[config.mk]
export PLATFORM = sky130hd
export DESIGN_NAME = multicycle_control
export DESIGN_NICKNAME = d
export VERILOG_FILES = /design/src/rtl/ctrl_pkg.sv /design/src/rtl/instr_decoder.sv /design/src/rtl/multicycle_control.sv
export SDC_FILE = /design/constraint.sdc
export NUM_CORES = 1
export LEC_CHECK = 0
export CAP_MARGIN = 20
export CORE_ASPECT_RATIO = 0.9
export CORE_UTILIZATION = 24
export CTS_BUF_LIST = sky130_fd_sc_hd__clkbuf_4 sky130_fd_sc_hd__clkbuf_8
export DETAILED_ROUTE_END_ITERATION = 7
export SLEW_MARGIN = 15
export SYNTH_ARGS = -nofsm -noshare
export SYNTH_HDL_FRONTEND = slang
export SYNTH_SLANG_ARGS = --single-unit
[constraint.sdc]
create_clock -name clk -period 4.3 [get_ports clk]
set_clock_uncertainty 0.2 [all_clocks]
set_input_delay 0.645 -clock clk [delete_from_list [all_inputs] [get_ports clk]]
set_output_delay 0.645 -clock clk [all_outputs]
set_load 0.02 [all_outputs]
[src/rtl/ctrl_pkg.sv]
// Shared encodings for the multi-cycle control path: FSM states, ALU op codes,
// instruction field constants, operand-select codes and halt causes.
package ctrl_pkg;

  typedef enum logic [3:0] {
    S_FETCH     = 4'd0,
    S_DECODE    = 4'd1,
    S_EXEC_R    = 4'd2,
    S_EXEC_I    = 4'd3,
    S_ALU_WB    = 4'd4,
    S_MEM_ADDR  = 4'd5,
    S_MEM_READ  = 4'd6,
    S_MEM_WRITE = 4'd7,
    S_MEM_WB    = 4'd8,
    S_BRANCH    = 4'd9,
    S_HALT      = 4'd10
  } state_e;

  // Codes must match the ALU's own operation select.
  typedef enum logic [2:0] {
    ALU_ADD = 3'd0,
    ALU_SUB = 3'd1,
    ALU_XOR = 3'd2,
    ALU_SLL = 3'd3,
    ALU_BNE = 3'd4
  } alu_ctrl_e;

  typedef enum logic [2:0] {
    CLS_R       = 3'd0,
    CLS_I       = 3'd1,
    CLS_LOAD    = 3'd2,
    CLS_STORE   = 3'd3,
    CLS_BRANCH  = 3'd4,
    CLS_ILLEGAL = 3'd5
  } op_class_e;

  localparam logic [6:0] OPC_R      = 7'b0110011;
  localparam logic [6:0] OPC_I      = 7'b0010011;
  localparam logic [6:0] OPC_LOAD   = 7'b0000011;
  localparam logic [6:0] OPC_STORE  = 7'b0100011;
  localparam logic [6:0] OPC_BRANCH = 7'b1100011;

  localparam logic [2:0] F3_ADD  = 3'b000;
  localparam logic [2:0] F3_SLL  = 3'b001;
  localparam logic [2:0] F3_XOR  = 3'b100;
  localparam logic [2:0] F3_WORD = 3'b010;
  localparam logic [2:0] F3_BNE  = 3'b001;

  localparam logic [6:0] F7_BASE = 7'b0000000;
  localparam logic [6:0] F7_ALT  = 7'b0100000;

  localparam logic [1:0] SRC_A_PC    = 2'd0;
  localparam logic [1:0] SRC_A_OLDPC = 2'd1;
  localparam logic [1:0] SRC_A_RS1   = 2'd2;
  localparam logic [1:0] SRC_B_RS2   = 2'd0;
  localparam logic [1:0] SRC_B_FOUR  = 2'd1;
  localparam logic [1:0] SRC_B_IMM   = 2'd2;

  localparam logic [1:0] CAUSE_NONE    = 2'd0;
  localparam logic [1:0] CAUSE_ILLEGAL = 2'd1;
  localparam logic [1:0] CAUSE_TIMEOUT = 2'd2;

  function automatic logic [6:0] opcode_of(input logic [31:0] instr);
    return instr[6:0];
  endfunction

  function automatic logic [2:0] funct3_of(input logic [31:0] instr);
    return instr[14:12];
  endfunction

  function automatic logic [6:0] funct7_of(input logic [31:0] instr);
    return instr[31:25];
  endfunction

endpackage

[src/rtl/instr_decoder.sv]
// Combinational instruction classifier: opcode class, ALU operation and a
// full legality flag (opcode plus funct fields).
module instr_decoder
  import ctrl_pkg::*;
(
  input  logic [31:0] instr,
  output logic [2:0]  op_class,
  output logic [2:0]  alu_ctrl,
  output logic        legal
);

  logic [6:0] opcode;
  logic [2:0] funct3;
  logic [6:0] funct7;
  logic       unused_fields;

  assign opcode        = opcode_of(instr);
  assign funct3        = funct3_of(instr);
  assign funct7        = funct7_of(instr);
  // Register indices and immediates belong to the datapath, not to control.
  assign unused_fields = ^{instr[24:15], instr[11:7]};

  always_comb begin
    op_class = CLS_ILLEGAL;
    alu_ctrl = ALU_ADD;
    legal    = 1'b0;
    case (opcode)
      OPC_R: begin
        op_class = CLS_R;
        case ({funct7, funct3})
          {F7_BASE, F3_ADD}: begin alu_ctrl = ALU_ADD; legal = 1'b1; end
          {F7_ALT,  F3_ADD}: begin alu_ctrl = ALU_SUB; legal = 1'b1; end
          {F7_BASE, F3_XOR}: begin alu_ctrl = ALU_XOR; legal = 1'b1; end
          {F7_BASE, F3_SLL}: begin alu_ctrl = ALU_SLL; legal = 1'b1; end
          default:           begin alu_ctrl = ALU_ADD; legal = 1'b0; end
        endcase
      end
      OPC_I: begin
        op_class = CLS_I;
        legal    = (funct3 == F3_ADD);
      end
      OPC_LOAD: begin
        op_class = CLS_LOAD;
        legal    = (funct3 == F3_WORD);
      end
      OPC_STORE: begin
        op_class = CLS_STORE;
        legal    = (funct3 == F3_WORD);
      end
      OPC_BRANCH: begin
        op_class = CLS_BRANCH;
        alu_ctrl = ALU_BNE;
        legal    = (funct3 == F3_BNE);
      end
      default: begin
        op_class = CLS_ILLEGAL;
        legal    = 1'b0;
      end
    endcase
  end

endmodule

[src/rtl/multicycle_control.sv]
// Multi-cycle control FSM: sequences fetch/decode/execute/memory/writeback,
// drives ALU selects and datapath enables, halts on illegal code or bus timeout.
module multicycle_control
  import ctrl_pkg::*;
#(
  parameter int MEM_TIMEOUT = 255
) (
  input  logic        clk,
  input  logic        rst,
  input  logic [31:0] instr,
  input  logic        alu_zero,
  input  logic        mem_ready,
  output logic        mem_req,
  output logic        mem_we,
  output logic        iord,
  output logic        ir_write,
  output logic        pc_en,
  output logic        pc_src,
  output logic        reg_write,
  output logic        mem_to_reg,
  output logic [1:0]  alu_src_a,
  output logic [1:0]  alu_src_b,
  output logic [2:0]  alu_ctrl,
  output logic        halted,
  output logic [1:0]  halt_cause,
  output logic [3:0]  state
);

  localparam int CNT_W = (MEM_TIMEOUT > 1) ? $clog2(MEM_TIMEOUT) : 1;
  localparam logic [CNT_W-1:0] CNT_LAST = CNT_W'(MEM_TIMEOUT - 1);

  state_e           state_r;
  state_e           next_state_s;
  logic [CNT_W-1:0] wait_cnt_r;
  logic [2:0]       dec_class_s;
  logic [2:0]       dec_alu_s;
  logic             dec_legal_s;
  logic             done_s;
  logic             timeout_s;
  logic             fetch_done_s;
  logic             branch_taken_s;
  logic [1:0]       cause_s;

  instr_decoder u_decoder (
    .instr    (instr),
    .op_class (dec_class_s),
    .alu_ctrl (dec_alu_s),
    .legal    (dec_legal_s)
  );

  // mem_req is registered, so it is only high in an armed request cycle.
  assign done_s         = mem_req & mem_ready;
  assign timeout_s      = mem_req & ~mem_ready & (wait_cnt_r == CNT_LAST);
  assign fetch_done_s   = (state_r == S_FETCH) & done_s;
  assign branch_taken_s = (state_r == S_BRANCH) & dec_legal_s & ~alu_zero;
  assign ir_write       = ~rst & fetch_done_s;
  assign pc_en          = ~rst & (fetch_done_s | branch_taken_s);
  assign cause_s        = timeout_s ? CAUSE_TIMEOUT : CAUSE_ILLEGAL;
  assign state          = state_r;

  always_comb begin
    next_state_s = state_r;
    case (state_r)
      S_FETCH: begin
        if (done_s)         next_state_s = S_DECODE;
        else if (timeout_s) next_state_s = S_HALT;
        else                next_state_s = S_FETCH;
      end
      S_DECODE: begin
        case (dec_class_s)
          CLS_R:               next_state_s = S_EXEC_R;
          CLS_I:               next_state_s = S_EXEC_I;
          CLS_LOAD, CLS_STORE: next_state_s = S_MEM_ADDR;
          CLS_BRANCH:          next_state_s = S_BRANCH;
          default:             next_state_s = S_HALT;
        endcase
      end
      S_EXEC_R, S_EXEC_I: begin
        if (dec_legal_s) next_state_s = S_ALU_WB;
        else             next_state_s = S_HALT;
      end
      S_ALU_WB: next_state_s = S_FETCH;
      S_MEM_ADDR: begin
        if (!dec_legal_s)                 next_state_s = S_HALT;
        else if (dec_class_s == CLS_STORE) next_state_s = S_MEM_WRITE;
        else                              next_state_s = S_MEM_READ;
      end
      S_MEM_READ: begin
        if (done_s)         next_state_s = S_MEM_WB;
        else if (timeout_s) next_state_s = S_HALT;
        else                next_state_s = S_MEM_READ;
      end
      S_MEM_WRITE: begin
        if (done_s)         next_state_s = S_FETCH;
        else if (timeout_s) next_state_s = S_HALT;
        else                next_state_s = S_MEM_WRITE;
      end
      S_MEM_WB: next_state_s = S_FETCH;
      S_BRANCH: begin
        if (dec_legal_s) next_state_s = S_FETCH;
        else             next_state_s = S_HALT;
      end
      S_HALT:  next_state_s = S_HALT;
      default: next_state_s = S_HALT;
    endcase
  end

  // State, wait counter and Moore outputs, decoded one cycle early from the next state.
  always_ff @(posedge clk) begin
    if (rst) begin
      state_r    <= S_FETCH;
      wait_cnt_r <= {CNT_W{1'b0}};
      mem_req    <= 1'b0;
      mem_we     <= 1'b0;
      iord       <= 1'b0;
      pc_src     <= 1'b0;
      reg_write  <= 1'b0;
      mem_to_reg <= 1'b0;
      alu_src_a  <= SRC_A_PC;
      alu_src_b  <= SRC_B_RS2;
      alu_ctrl   <= ALU_ADD;
      halted     <= 1'b0;
      halt_cause <= CAUSE_NONE;
    end else begin
      state_r <= next_state_s;

      if (mem_req && !mem_ready && !timeout_s) wait_cnt_r <= wait_cnt_r + CNT_W'(1);
      else                                     wait_cnt_r <= {CNT_W{1'b0}};

      mem_req    <= 1'b0;
      mem_we     <= 1'b0;
      iord       <= 1'b0;
      pc_src     <= 1'b0;
      reg_write  <= 1'b0;
      mem_to_reg <= 1'b0;
      alu_src_a  <= SRC_A_PC;
      alu_src_b  <= SRC_B_RS2;
      alu_ctrl   <= ALU_ADD;
      halted     <= 1'b0;
      case (next_state_s)
        S_FETCH: begin
          mem_req   <= 1'b1;
          alu_src_a <= SRC_A_PC;
          alu_src_b <= SRC_B_FOUR;
        end
        S_DECODE: begin
          alu_src_a <= SRC_A_OLDPC;
          alu_src_b <= SRC_B_IMM;
        end
        S_EXEC_R: begin
          alu_src_a <= SRC_A_RS1;
          alu_src_b <= SRC_B_RS2;
          alu_ctrl  <= dec_alu_s;
        end
        S_EXEC_I, S_MEM_ADDR: begin
          alu_src_a <= SRC_A_RS1;
          alu_src_b <= SRC_B_IMM;
        end
        S_ALU_WB: reg_write <= 1'b1;
        S_MEM_READ: begin
          mem_req <= 1'b1;
          iord    <= 1'b1;
        end
        S_MEM_WRITE: begin
          mem_req <= 1'b1;
          iord    <= 1'b1;
          mem_we  <= 1'b1;
        end
        S_MEM_WB: begin
          reg_write  <= 1'b1;
          mem_to_reg <= 1'b1;
        end
        S_BRANCH: begin
          alu_src_a <= SRC_A_RS1;
          alu_src_b <= SRC_B_RS2;
          alu_ctrl  <= ALU_BNE;
          pc_src    <= 1'b1;
        end
        S_HALT:  halted <= 1'b1;
        default: halted <= 1'b0;
      endcase

      // Cause is captured on HALT entry and then frozen until reset.
      if (next_state_s != S_HALT) halt_cause <= CAUSE_NONE;
      else if (state_r != S_HALT) halt_cause <= cause_s;
      else                        halt_cause <= halt_cause;
    end
  end

endmodule

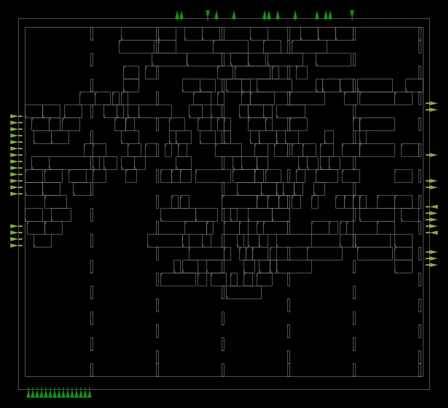
*Cell outlines without signal wires*
Flop Count: 28
Core Rows: 27

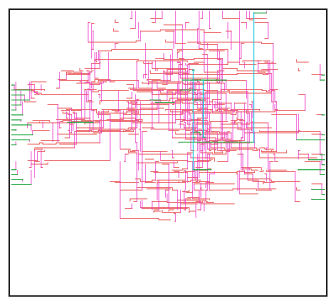
*Routed metal, one colour a layer*
legend:
  M4:
    colour: cyan
    wire_length: 78.2 um
  M3:
    colour: green
    wire_length: 151 um
  M2:
    colour: magenta
    wire_length: 1,400 um
  M1:
    colour: red
    wire_length: 1,950 um

==> CHANGELOG.md <==
## Implementation

- Inserted Diodes: 0
- FP Core Util: about 25%
- Via count: 1,426
- Worst EP arrival: 2890 ps
- Hold Path Depth: 2
- Startpoint types: input pin
- Cell Type Count: 54
- Worst r2r path cells: 8
- Synth top cell by count: dfxtp_1
- Commonest cells in the netlist: dfxtp_1, nor2_1, o21ai_0
- Post-route cell area: ~2100 um2
- Log Warnings: 42
- Vias in the first global route: 1,291
- Share of layout cells above drive strength 1: 8.411%
- Fin crit share: 86.97%
- Logic pwr share: 29.6%
- Worst Setup SP: instr[4]
- Main area contributors: dfxtp_1, nor2_1, o21ai_0, nand2b_1, xnor2_1
- Mapped Nets: 213
- Yosys stat chip area: roughly 1500 um2
- Comb. cell area: 920.9 um2
- Hold Crit Class: reg2reg
- Seq pwr share: 45.9%
- Synth Instances: 175
- Dominant logic cell type in the layout: clkdlybuf4s50_1
- GRT Overall Usage: between 10 and 15%
- Final Hold Fails: 0
- Slew at the pin closest to its max-slew limit: 683.5 ps
- Psw: 0.1970 mW
- Post-Route WL: 3.579 mm
- Deepest clock path buffer count: 2
- WP data required: 3450 ps
- TritonCTS buffer count: 3
- WHS Endpoint: halt_cause[1]
- Setup CP Type: in2out
- Clock-pin slew on the worst setup and hold paths: 90 ps
- Commonest non-fill, non-tap cells in the layout: clkdlybuf4s50_1, dfxtp_1, nor2_1
- Max VDD drop: 0.09163 mV
- Endpoints failing setup: 0
- Worst R2R End: mem_we
- Chip area: 6743 um2
- Worst-path fanout max: 7
- Seq share, synth: around 36%
- Yosys stat cell total: 175
- Power per cell area: roughly 310 nW/um2
- Routed vias/inst: 4.738
- Global-route wire length before repair: 6.037 mm
- Yosys top cell by area: dfxtp_1
- Pint: between 0.4 and 0.5 mW
- CTS tree: built
- # H-tree levels: 1
- Synth Flop Type: dfxtp_1
- Drt pass-1 iters: 4
- Fill cell count: 671
- Leakage: 0.7037 nW
- Area Overhead vs Synth: 35.82%
- Reg area: 560.5 um2
- Worst setup EP type: output pin
- Clock sink count: 28
- Max-cap violations: 0
- RSZ-0062 raised after global routing: no
- Post-layout min period: 3740 ps
- Status: complete, no violations
- Syn avg cell area: between 8 and 9 um2
- DR DRC count: 0
- Port bufs: 42
- Largest register FFs: 8
- Post-DP HPWL: 2.869 mm
- Die Wd: 86.45 um
- Routability cong.: approximately 0.90
- Routed wire per std cell: 11.89 um
- Area leader share: 36.39%
- Pins Over Slew Limit: 0
- Number of enable flip-flop cells: 0
- Final Util: 34.03%
- Top reg by flops: wait_cnt_r
- Clk root buf: clkbuf_8
- Worst R2R Setup Slack: 1940 ps
- Yosys Warn Count: 0
- Clock Latency Late Sink: approximately 270 ps
- Antenna viol nets, final: 0
- Core Box Area: a little over 6000 um2
- Clock power share: around 25%
- Setup tns final: 0 ps
- Final #Nets: 253
- Post-cts resize count: 0
- Initial DRC Count: 108
- I/O pins: 58
- DP Area: 2037 um2
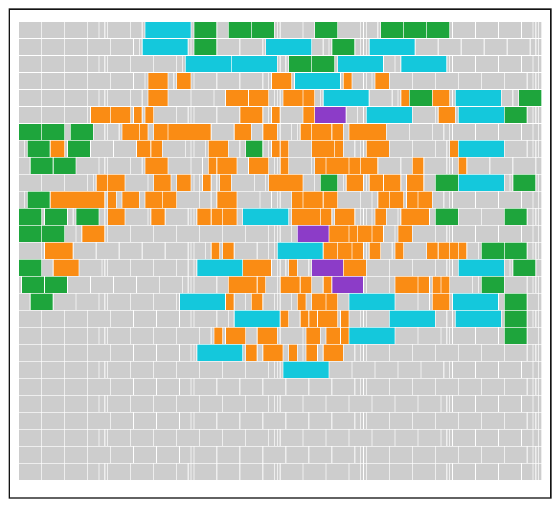
*Cells coloured by class*
Fill, decap, tap and diode cells in grey.
legend:
  remaining buffers and delay cells:
    colour: green
    cells: 44
  clock drivers and dummy loads:
    colour: purple
    cells: 4
  remaining logic cells:
    colour: orange
    cells: 138
  registers:
    colour: cyan
    cells: 28

-- power by group through the flow --
stage,clock network (mW),registers [mW],logic [mW]
floorplan,0,0.315,0.106
detailed placement,0,0.304,0.192
global route,0.175,0.300,0.207
CTS,0.165,0.297,0.193
finish,0.159,0.297,0.192
global placement,0,0.303,0.190
-- final cells by class --
cell class	instances	share of cell area, %
inverters	3	0.5383
repair buffers	44	20.81
flip-flops and latches	28	26.79
multi-input cells	135	44.02
clock buffers	4	2.632
well taps	87	5.203
-- per-layer routing --
metal	up-vias	track usage (%)	wire length, um
li1	722	-	-
met1	647	17.45	1950
met2	50	15.48	1400
met3	7	1.277	150
met4	0	4.000	78
met5	-	0	0
-- critical path, stage by stage --
cell and delay (ps):
clkdlybuf4s50_1 590, nor4b_4 270, nand4_1 200, nor3b_4 260, o21ai_0 140, a21oi_1 160, clkdlybuf4s50_1 630
-- per-stage QoR --
| stage | instances | setup slack (ps) | power (mW) |
|---|---|---|---|
| 6_report | 301 | 560.3 | 0.6474 |
| 5_1_grt | 301 | 300.8 | 0.6823 |
| 4_1_cts | 301 | 552.7 | 0.6549 |
| 3_5_place_dp | 297 | 557.6 | 0.4954 |
| 3_3_place_gp | 297 | 541.7 | 0.4930 |
| 2_1_floorplan | 175 | 1565 | 0.4203 |
-- cells by family (layout without fill, tap and decap cells) --
kind of cell    count (synthesis)  count (layout)  share of synthesized area, %
simple gates                   87              87                         35.74
compound gates                 38              38                         17.87
flops                          28              28                         36.39
buf+inv                        12              51                         3.818
xor+xnor                        8               8                         4.549
fa+ha+maj                       2               2                         1.624
Power is estimated from default activity; no workload was simulated.
